**config.mk**
```make
export PLATFORM = sky130hd
export DESIGN_NAME = eth_tx_arbiter
export DESIGN_NICKNAME = d
export VERILOG_FILES = /design/src/rtl/eth_tx_arbiter.sv
export SDC_FILE = /design/constraint.sdc
export NUM_CORES = 1
export LEC_CHECK = 0
export CAP_MARGIN = 40
export CORE_MARGIN = 2
export CORE_UTILIZATION = 51
export DETAILED_ROUTE_END_ITERATION = 8
export PLACE_DENSITY = 0.85
export RECOVER_POWER = 100
export SLEW_MARGIN = 20
export SYNTH_ARGS = -nofsm -noshare
export SYNTH_HDL_FRONTEND = slang
export SYNTH_SLANG_ARGS = --single-unit
```
**constraint.sdc**
```tcl
create_clock -name i_clk -period 2.95 [get_ports i_clk]
set_clock_uncertainty 0.1 [all_clocks]
set_input_delay 0.885 -clock i_clk [delete_from_list [all_inputs] [get_ports i_clk]]
set_output_delay 0.885 -clock i_clk [all_outputs]
set_load 0.005 [all_outputs]
```
**src/rtl/eth_tx_arbiter.sv**
```systemverilog
// Packet-level round-robin arbiter feeding the single 32-bit TX AXI-Stream port of mac_pcs.
// A grant is held for a whole frame; the output is registered through a 2-entry skid buffer.
module eth_tx_arbiter #(
  parameter int NUM_PORTS = 2,
  parameter int CNT_WIDTH = 16
) (
  input  logic                           i_clk,
  input  logic                           i_reset,
  input  logic [NUM_PORTS*32-1:0]        s_axis_tdata,
  input  logic [NUM_PORTS*4-1:0]         s_axis_tkeep,
  input  logic [NUM_PORTS-1:0]           s_axis_tvalid,
  input  logic [NUM_PORTS-1:0]           s_axis_tlast,
  output logic [NUM_PORTS-1:0]           s_axis_tready,
  output logic [31:0]                    m00_axis_tdata,
  output logic [3:0]                     m00_axis_tkeep,
  output logic                           m00_axis_tvalid,
  output logic                           m00_axis_tlast,
  input  logic                           m00_axis_tready,
  output logic [NUM_PORTS-1:0]           o_grant,
  output logic [NUM_PORTS*CNT_WIDTH-1:0] o_frame_count
);

  localparam int PW = (NUM_PORTS > 1) ? $clog2(NUM_PORTS) : 1;

  typedef enum logic {IDLE, LOCKED} state_t;

  state_t               state_reg;
  logic [PW-1:0]        rr_ptr_reg;
  logic [PW-1:0]        gidx_reg;
  logic [NUM_PORTS-1:0] grant_reg;

  logic        out_valid_reg;
  logic        out_last_reg;
  logic [31:0] out_data_reg;
  logic [3:0]  out_keep_reg;
  logic        skid_full_reg;
  logic        skid_last_reg;
  logic [31:0] skid_data_reg;
  logic [3:0]  skid_keep_reg;

  logic [PW:0]   cand_sum [NUM_PORTS];
  logic [PW-1:0] cand_idx [NUM_PORTS];
  logic          pick_found;
  logic [PW-1:0] pick_idx;

  logic        in_valid;
  logic        in_last;
  logic [31:0] in_data;
  logic [3:0]  in_keep;
  logic        accept;
  logic        frame_done;

  // cand_idx[i] is the port i places after rr_ptr, wrapping modulo NUM_PORTS
  for (genvar gi = 0; gi < NUM_PORTS; gi++) begin : g_cand
    assign cand_sum[gi] = {1'b0, rr_ptr_reg} + (PW+1)'(gi);
    assign cand_idx[gi] = (cand_sum[gi] >= (PW+1)'(NUM_PORTS)) ?
                          PW'(cand_sum[gi] - (PW+1)'(NUM_PORTS)) : PW'(cand_sum[gi]);
  end

  always_comb begin
    pick_found = 1'b0;
    pick_idx   = '0;
    for (int i = NUM_PORTS - 1; i >= 0; i--) begin
      if (s_axis_tvalid[cand_idx[i]]) begin
        pick_found = 1'b1;
        pick_idx   = cand_idx[i];
      end
    end
  end

  assign in_valid   = (state_reg == LOCKED) && s_axis_tvalid[gidx_reg];
  assign in_last    = s_axis_tlast[gidx_reg];
  assign in_data    = s_axis_tdata[gidx_reg*32 +: 32];
  assign in_keep    = s_axis_tkeep[gidx_reg*4 +: 4];
  assign accept     = in_valid && !skid_full_reg;
  assign frame_done = accept && in_last;

  // tready depends only on registered state, so m00_axis_tready never reaches a source
  for (genvar gi = 0; gi < NUM_PORTS; gi++) begin : g_ready
    assign s_axis_tready[gi] = grant_reg[gi] && !skid_full_reg;
  end

  always_ff @(posedge i_clk) begin
    if (i_reset) begin
      state_reg  <= IDLE;
      rr_ptr_reg <= '0;
      gidx_reg   <= '0;
      grant_reg  <= '0;
    end else begin
      case (state_reg)
        IDLE: begin
          if (pick_found) begin
            grant_reg <= NUM_PORTS'(1) << pick_idx;
            gidx_reg  <= pick_idx;
            state_reg <= LOCKED;
          end
        end
        LOCKED: begin
          if (frame_done) begin
            grant_reg  <= '0;
            state_reg  <= IDLE;
            rr_ptr_reg <= (gidx_reg == PW'(NUM_PORTS - 1)) ? '0 : gidx_reg + 1'b1;
          end
        end
        default: state_reg <= IDLE;
      endcase
    end
  end

  always_ff @(posedge i_clk) begin
    if (i_reset) begin
      out_valid_reg <= 1'b0;
      out_last_reg  <= 1'b0;
      out_data_reg  <= '0;
      out_keep_reg  <= '0;
      skid_full_reg <= 1'b0;
      skid_last_reg <= 1'b0;
      skid_data_reg <= '0;
      skid_keep_reg <= '0;
    end else if (!out_valid_reg || m00_axis_tready) begin
      if (skid_full_reg) begin
        out_valid_reg <= 1'b1;
        out_last_reg  <= skid_last_reg;
        out_data_reg  <= skid_data_reg;
        out_keep_reg  <= skid_keep_reg;
        skid_full_reg <= 1'b0;
      end else if (accept) begin
        out_valid_reg <= 1'b1;
        out_last_reg  <= in_last;
        out_data_reg  <= in_data;
        out_keep_reg  <= in_keep;
      end else begin
        out_valid_reg <= 1'b0;
      end
    end else if (accept) begin
      // output is held this cycle, so the beat parks behind it
      skid_full_reg <= 1'b1;
      skid_last_reg <= in_last;
      skid_data_reg <= in_data;
      skid_keep_reg <= in_keep;
    end
  end

  for (genvar gi = 0; gi < NUM_PORTS; gi++) begin : g_cnt
    logic [CNT_WIDTH-1:0] cnt_reg;
    always_ff @(posedge i_clk) begin
      if (i_reset) begin
        cnt_reg <= '0;
      end else if (frame_done && (gidx_reg == PW'(gi))) begin
        cnt_reg <= cnt_reg + 1'b1;
      end
    end
    assign o_frame_count[gi*CNT_WIDTH +: CNT_WIDTH] = cnt_reg;
  end

  assign o_grant         = grant_reg;
  assign m00_axis_tvalid = out_valid_reg;
  assign m00_axis_tlast  = out_last_reg;
  assign m00_axis_tdata  = out_data_reg;
  assign m00_axis_tkeep  = out_keep_reg;

endmodule

```
==> impl_metrics.toml, run 1 <==
# physical design summary
[place]
port_buffers = 152
pre_cts_slack_ns = 0.119
placed_area_um2 = 6760
dp_hpwl_mm = 8.96

[finish]
comb_area_share_pct = 35.9
clock_buffers = 20
antennaDiodeCount = 0
seq_cells = 113
drive_gt1_share_pct = 7.09
fin_area_um2 = 7390
largestClassByArea = "logic gates"
most-common-layout-cells = "dfxtp_1, o21ai_0, dlygate4sd3_1, clkdlybuf4s50_1, a21oi_1"
register_area_um2 = 2260
area_growth_pct = 40.9
nFillCells = 721

[hold_path]
hp-start = "m00_axis_tdata[6]"
worstHoldPathType = "reg2reg"

[detailed_routing]
via_per_inst = 5.74
antenna_left = 0
wire_per_inst_um = 15.8
first_pass_iters = 5
wl_met2_mm = 7.16
route.detailed.drc = 0

[die]
tapCellCount = 136
fp.dieH_um = 105

[final_timing]
final-hold-violation-count = 0
rsz0062_at_grt = "false"

[clock_tree]
cts_sinks = 113
cts_root_buf = "clkbuf_8"
clkSlewWorstSetupHoldPaths_ns = 0.06

[synth]
syn_nets = 706
synth-async-reset-ratio_pct = 0
synth_flops = 113
syn_avg_cell_area_um2 = 8.39

[worst_setup_path]
regToRegSetupSlack_ns = 0.74
critPathRequiredTime_ns = 1.97
reg2regPathDepth = 4
rr_startpoint = "gidx_reg"
startpoint_type = "flop"
setup.worst_path.class = "reg2out"
cp_cell_sequence = "nor2b_1, dlygate4sd3_1"
endpoint_kind = "primary output"

[grt]
grt.overflow.total = 0
grtUsageMet2_pct = 43.2
grt_pass1_wl_mm = 23.1

[pwr]
leakagePower_nw = 2.66
power_density_nw_per_um2 = 577

[run_status]
status = "complete, no violations"
==> run 1: power breakdown <==
| part | internal, mW | switching, mW | total, mW | leakage (nW) |
|---|---|---|---|---|
| Sequential | 1.57 | 0.0366 | 1.61 | 0.916 |
| Combinational | 0.219 | 0.193 | 0.412 | 1.43 |
| Clock | 1.53 | 0.719 | 2.25 | 0.314 |
| Total | 3.32 | 0.948 | 4.27 | 2.66 |
==> run 1: kinds of logic (layout without fill, tap and decap cells) <==
logic type,count (synthesis),after routing,share of synthesized area (%)
and+or+nand+nor,200,200,19.3
AOI/OAI and AO/OA,195,195,21.2
DFF,113,113,43.1
buffers and inverters,63,200,6.13
muxes,39,39,7.54
xor gates and xnor gates,13,13,2.17
adders and majority gates,2,2,0.477
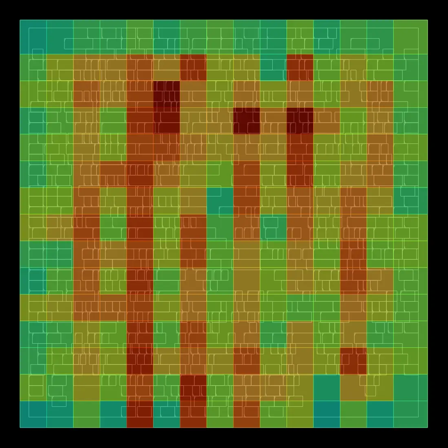
(run_1/congestion_map.png)
gr busiest metal: met2
final core utilization: 72.9%
M1 GR Usage: 31.9%

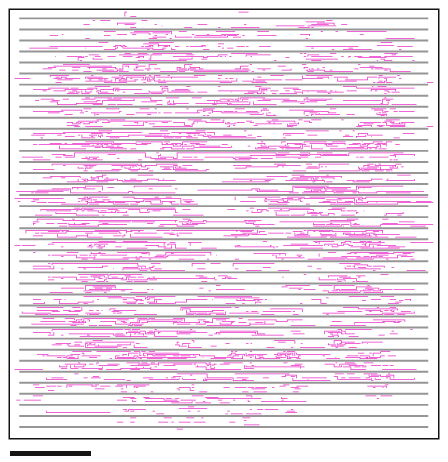
(run_1/m1.png)
Scale bar: 20 um. Supply wires on this layer in grey.
The longest straight run is 28.1 um. 729 nets have wire on it.

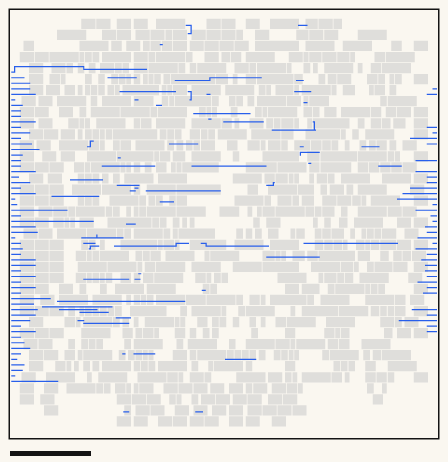
(run_1/m3.png)
Scale bar: 20 um.
The layer holds 5.6% of the routed length. The longest straight run is 31.3 um. The layer carries 791 um of wire.
drt total wl: 14.2 mm
GR Util met3: 6.06%
via count: 5,153

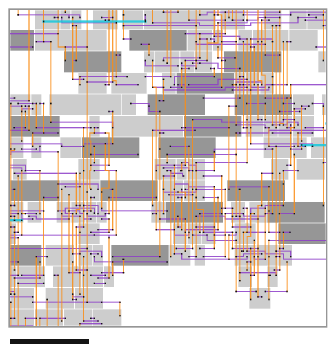
(run_1/closeup.png)
Scale bar: 10 um. Window x 59 to 99, y 6 to 46 um. Cells in grey, sequential cells in the stronger grey; small squares are vias.
M3: in cyan. M1: in purple. M2: in orange.
Netlist names of flops here include `g_cnt.cnt_reg` (12), `skid_data_reg` (4), `m00_axis_tdata` (2). Most frequent: dfxtp_1 (18), a21oi_1 (10). 108 logic cells have their middle in the window. Sequential cells in the window: 18.

==> run_1/gates.png <==
Scale bar: 20 um.
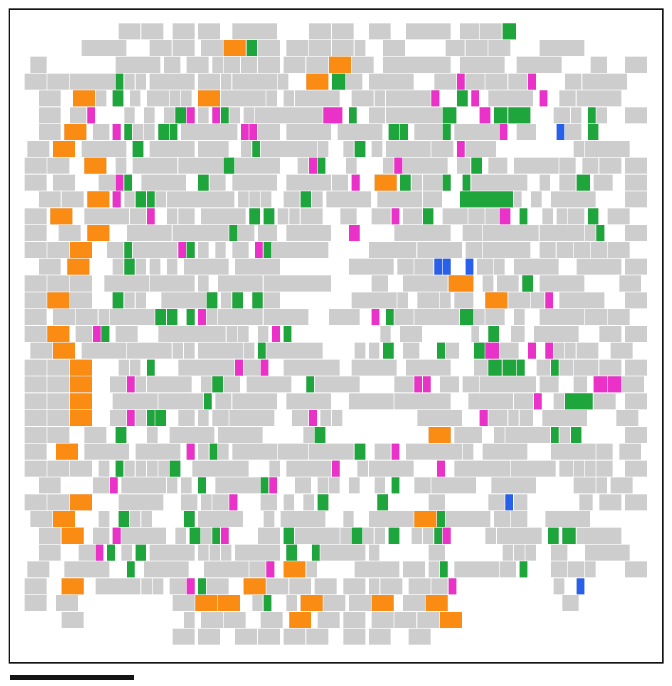

==> run 2, diff against run 1 <==
--- a/config.mk
+++ b/config.mk
@@ -6,7 +6,6 @@
 export NUM_CORES = 1
 export LEC_CHECK = 0
 export CAP_MARGIN = 40
-export CORE_MARGIN = 2
 export CORE_UTILIZATION = 51
 export DETAILED_ROUTE_END_ITERATION = 8
 export PLACE_DENSITY = 0.85
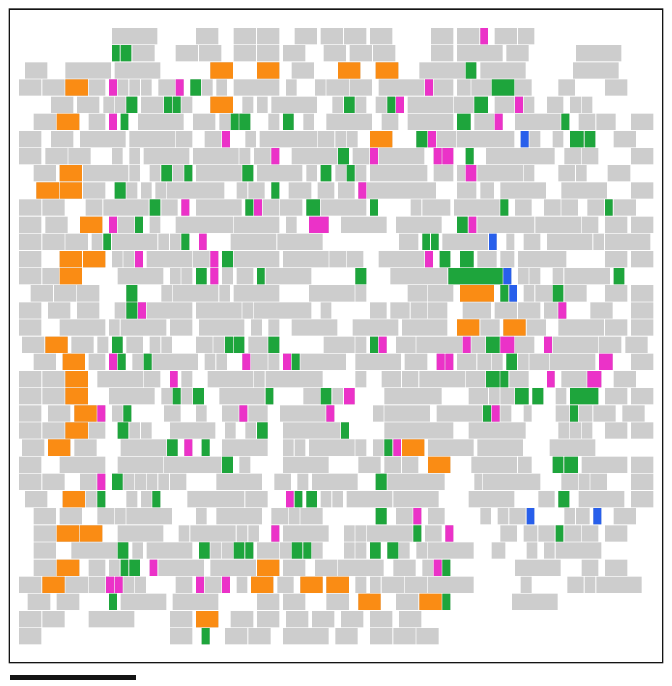
(run_2/gates.png)
Scale bar: 20 um.
nand cells: in green, cells 108, where all over the die. nor cells: in magenta, cells 59, most used nor2_1, where all over the die. inv cells: in blue, cells 6, most used inv_1. mux cells: in orange, cells 39, most used mux2i_1.

==> run 2 against run 1 <==
Compared with the run above:
- clock power is 11% lower
- highest routed layer unchanged
- worst setup slack worse by 0.077 ns
- synthesized area stayed put
- combinational power hardly changed
- register-to-register slack worse by 0.12 ns
- largest power group unchanged
- first-iteration DRC count is 7.3% lower
- clock-buffer cell count is 1 lower
- synthesized cell count stayed put
==> impl_metrics.toml, run 2 <==
# physical design summary
[worst_setup_path]
cp_cell_sequence = "dlygate4sd3_1, mux2_4, a21oi_2, clkbuf_2, o21ai_0, a21oi_1"
critPathRequiredTime_ns = 3.28
reg2regPathDepth = 5

[synth]
synth-xor-area-share_pct = 2.17
simple_gate_area_share_pct = 19.3
aoi_share_pct = 21.2
syn_nets = 706
synth_flops = 113

[detailed_routing]
wl_met2_mm = 7.28
dr_total_vias = 5223
via_per_inst = 5.84
totalWireLength_mm = 14.3

[place]
placed_area_um2 = 6760
port_buffers = 152
dp_hpwl_mm = 9.23
pre_cts_slack_ns = 0.0733

[clock_tree]
cts_sinks = 113

[final_timing]
final-hold-violation-count = 0

[grt]
grt_busiest_layer = "met2"
use_met1_pct = 33.9
grt.overflow.total = 0

[hold_path]
hp-start = "m00_axis_tdata[23]"

[finish]
nFillCells = 704
fin_area_um2 = 7310
utilization_pct = 74.1
area_growth_pct = 39.3
antennaDiodeCount = 0
most-common-layout-cells = "dfxtp_1, o21ai_0, clkdlybuf4s50_1, dlygate4sd3_1, a21oi_1"

[die]
fp.dieH_um = 103

[run_status]
status = "complete, no violations"
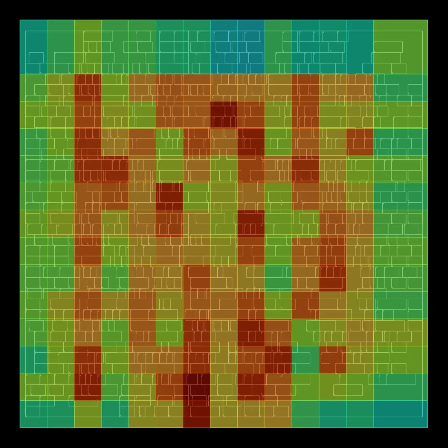
(run_2/congestion_map.png)
WL/cell: 16.0 um
GRT Util Overall: 28.1%

[run 2: cell count changes in the layout (fill, tap and decap cells not counted), moves of 2 or more]
cell	previous run	this run
clkbuf_8	4	1
bufinv_16	5	3
clkdlybuf4s50_1	75	77
clkinv_4	2	4
clkbuf_1	2	4
dlygate4sd3_1	76	74
[run 2: layout make-up]
type / instances / area, um^2 / share of cell area, %
clock buffers: 19 / 422 / 5.77
well taps: 133 / 166 / 2.28
repair buffers: 163 / 1620 / 22.1
flip-flops and latches: 113 / 2260 / 31.0
multi-input cells: 449 / 2660 / 36.4
inverters: 6 / 22.5 / 0.308
clock inverters: 12 / 161 / 2.21
[run 2: power by group]
part	total, mW	switching, mW	internal (mW)
Combinational	0.414	0.195	0.219
Clock	2.01	0.728	1.29
Sequential	1.61	0.0357	1.57
==> run_2/m1.png <==
Scale bar: 20 um. Supply wires on this layer in grey.
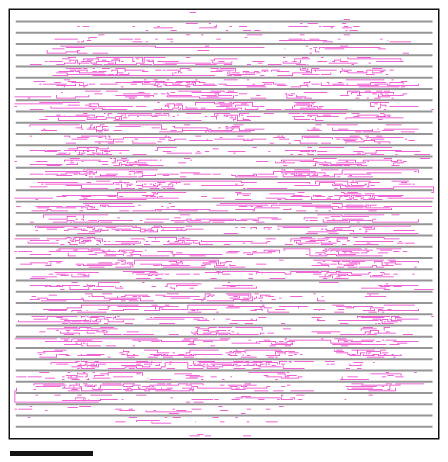

==> run 3, diff against run 2 <==
--- a/config.mk
+++ b/config.mk
@@ -9,7 +9,6 @@
 export CORE_UTILIZATION = 51
 export DETAILED_ROUTE_END_ITERATION = 8
 export PLACE_DENSITY = 0.85
-export RECOVER_POWER = 100
 export SLEW_MARGIN = 20
 export SYNTH_ARGS = -nofsm -noshare
 export SYNTH_HDL_FRONTEND = slang
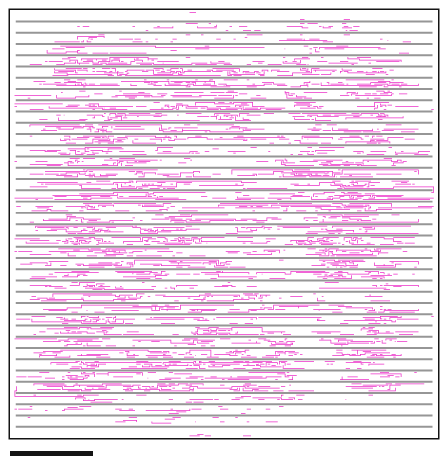
(run_3/m1.png)
Scale bar: 20 um. Supply wires on this layer in grey.
The layer carries 5,860 um of wire. The layer holds 41% of the routed length.
M1 GR Usage: 33.9%
via count: 5,242

==> run 3 against run 2 <==
Compared with the run above:
- via count increased by 0.36%
- worst setup slack better by 0.14 ns
- sequential power about the same
- combinational power rose by 4%
- maximum frequency up 5.8%
- largest cell class unchanged
- first-iteration DRC count rose by 23%
- critical path depth fell by 5
- wire length grew 0.16%
==> impl_metrics.toml, run 3 <==
# physical design summary
[finish]
clock_buffers = 19
nFillCells = 696
drive_gt1_share_pct = 7.74
register_area_um2 = 2260
fin_area_um2 = 7340
num-multi-input-gates = 449
largestClassByArea = "logic gates"
final-clk-cell-share_pct = 7.94

[die]
fp.dieH_um = 103
tapCellCount = 133

[hold_path]
worstHoldPathType = "reg2reg"
hp-start = "g_cnt[1].cnt_reg[15]"

[grt]
grt.overflow.total = 0
grt_pass1_wl_mm = 23.3

[detailed_routing]
antenna_left = 0
via_per_inst = 5.86
totalWireLength_mm = 14.4
route.detailed.drc = 0

[pwr]
p_int_mw = 3.09
seq_power_share_pct = 39.7
p_clk_share_pct = 49.7
switching_share_pct = 23.7
seq-power_mw = 1.61
p_comb_mw = 0.431
clk-power_mw = 2.01

[place]
placed_area_um2 = 6760
dp_hpwl_mm = 9.23

[worst_setup_path]
cp_cell_sequence = "clkdlybuf4s50_1"
critPathRequiredTime_ns = 1.97
reg2regPathDepth = 4
setup.worst_path.class = "reg2out"
regToRegSetupSlack_ns = 0.81
startpoint_type = "flop"

[clock_tree]
clkSlewWorstSetupHoldPaths_ns = 0.05
cts_sinks = 113

[run_status]
status = "complete, no violations"

[synth]
syn_avg_cell_area_um2 = 8.39
synth_flops = 113

[final_timing]
rsz0062_at_grt = "false"
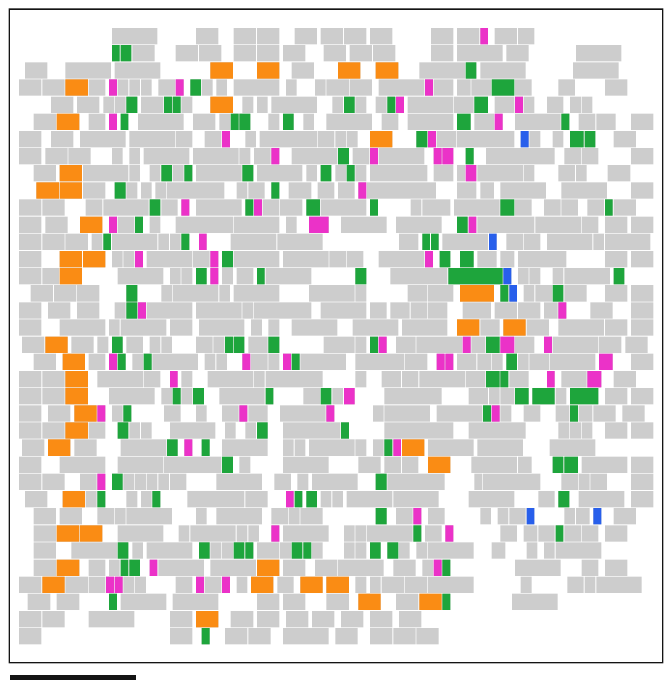
(run_3/gates.png)
Scale bar: 20 um.
mux cells: in orange, cells 39, most used mux2i_1. inv cells: in blue, cells 6, most used inv_1. nand cells: in green, cells 108, where all over the die. nor cells: in magenta, cells 59, most used nor2_1, where all over the die.
Finished Layout Cells: 895
commonest non-fill, non-tap cell in the layout: clkdlybuf4s50_1
combinational share of cell area: 36.3%

run 3: logic make-up (layout without fill, tap and decap cells):
| logic type | Yosys count | after routing | synth area share (%) |
|---|---|---|---|
| adder cells (fa/ha/maj) | 2 | 2 | 0.477 |
| XOR/XNOR | 13 | 13 | 2.17 |
| buffers and inverters | 63 | 200 | 6.13 |
| multiplexers | 39 | 39 | 7.54 |
| AND-OR/OR-AND | 195 | 195 | 21.2 |
| AND/OR/NAND/NOR | 200 | 200 | 19.3 |
| flip-flops | 113 | 113 | 43.1 |
run 3: metal layers:
layer	global-route usage, %	vias up	wire length, um
met4	9.32	0	204
met2	49.0	248	7340
met5	0	-	0
li1	-	2509	-
met3	6.85	21	956
met1	33.9	2464	5860
No activity file was given, so power comes from the tool's default toggle rates.
